### Nets reached from selected ports

The bar under the picture is 50 um long.
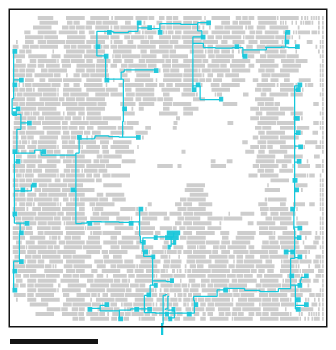
### Wiring by layer

Only two layers are drawn.
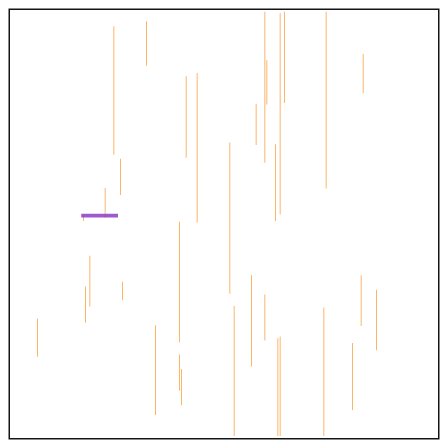
### Cell placement

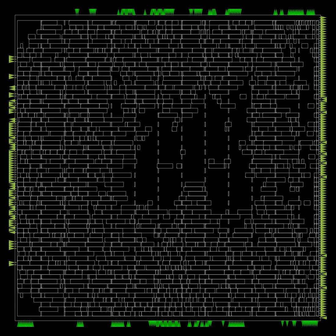
### Sequential cells grouped by signal name

Other sequential cells in the stronger gray, the rest of the logic in the fainter gray.
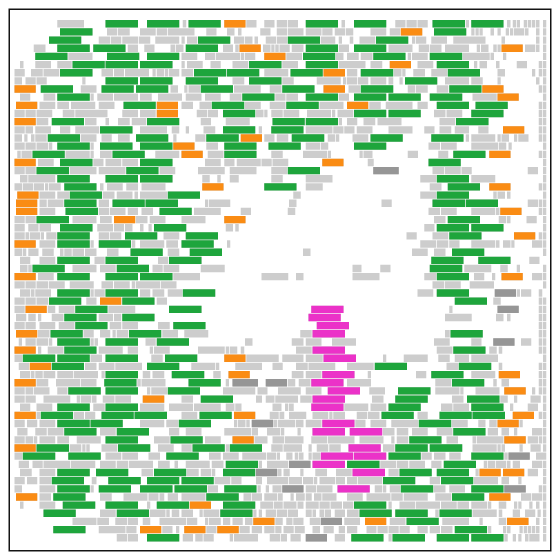
==> config.mk <==
export PLATFORM = sky130hd
export DESIGN_NAME = wb_write_buffer
export DESIGN_NICKNAME = d
export VERILOG_FILES = /design/src/rtl/wb_write_buffer.sv
export SDC_FILE = /design/constraint.sdc
export NUM_CORES = 1
export LEC_CHECK = 0
export CAP_MARGIN = 5
export CORE_UTILIZATION = 57
export CTS_CLUSTER_SIZE = 20
export DETAILED_ROUTE_END_ITERATION = 6
export PLACE_DENSITY = 0.95
export SLEW_MARGIN = 20
export SYNTH_ARGS = -nofsm -noshare
export SYNTH_HDL_FRONTEND = slang
export SYNTH_SLANG_ARGS = --single-unit
==> constraint.sdc <==
create_clock -name clk -period 18 [get_ports clk]
set_clock_uncertainty 0.05 [all_clocks]
set_input_delay 5.4 -clock clk [delete_from_list [all_inputs] [get_ports clk]]
set_output_delay 5.4 -clock clk [all_outputs]
set_load 0.1 [all_outputs]
==> flow_summary.ini <==
; implementation run metrics
[final_layout]
sequential_cell_total = 354
inverters = 9
clock_area_share_pct = 6.28
signal_buffers = 226
stdcell_area_um2 = 21200

[global_routing]
grt_pass1_vias = 10556
grt_overflow = 0
grt_pass1_wl_um = 59400
grt_usage_pct = 24.0
grt_max_degree = 85
gr-usage-met3_pct = 4.79

[setup_path]
worstSetupStartpointType = input port
path_depth = 4
crit_type = input port to output port

[clock_tree]
path_clk_slew_ns = 0.06
cts_tree = yes
max-clock-path-buffers = 3
htree_levels = 2
cts_resized = 0

[power]
leakage_uw = 0.00761
swShare_pct = 42.2
total_power_uw = 3760
combPwrFrac_pct = 44.8
peakVddDrop_mv = 0.147

[placed_design]
dpl_worst_slack_ns = 4.98
dp_hpwl_um = 22600
globalplace.congestion = 0.780

[synthesis]
synth-simple-area-share_pct = 3.90
ys_top_logic_family = multiplexers
edf_count = 276
ys_sh_mux_pct = 28.7
top_cell_area_share_pct = 45.9
ys.flops = 354
ys_seq_share_pct = 54.5
ys_cells = 1171
yosys.area_share.xor_xnor_pct = 0.388
synthDistinctLibCells = 34
synthArstFlopShare_pct = 0
ys_warn_count = 0
top_area_cell = edfxtp_1
top_cell = edfxtp_1

[flow_run]
warning_count = 37
drv_cap = 0

[outcome]
status = complete, no violations

[sta]
finalHoldViolCount = 0
min_period_ns = 12.97

[route]
wl_met2_um = 20500
wl_per_cell_um = 21.6

[floorplan]
fp-row-count = 64
dieArea_um2 = 32400
-- 'Nets reached from selected ports' (at the start) --
legend:
  cyan:
    port: rst_n
    bits: 1
    direction: input
    edge: south
    end_cells: 84
    wire: 1160 um
boundary pin count: 355
port buffer count: 214

-- 'Wiring by layer' (at the start) --
legend:
  orange:
    layer: met4
    wire_length: 1100 um
  purple:
    layer: met5
    wire_length: 13.8 um
final WL: 38800 um
routed via count: 10004

-- 'Cell placement' (at the start) --
non-filler cells, final: 1795
fillcell total: 1968
n_taps: 396

-- 'Sequential cells grouped by signal name' (at the start) --
legend:
  magenta:
    signal: rd_mem
    flops: 20
    where: south
  orange:
    signal: WD
    flops: 64
    where: all over the die
  green:
    signal: data_mem
    flops: 256
    where: all over the die
Finished Core Util: 68.5%
flip-flop and latch power: 1250 uW

Power figures rest on the tool's default switching activity, not on a simulated workload.
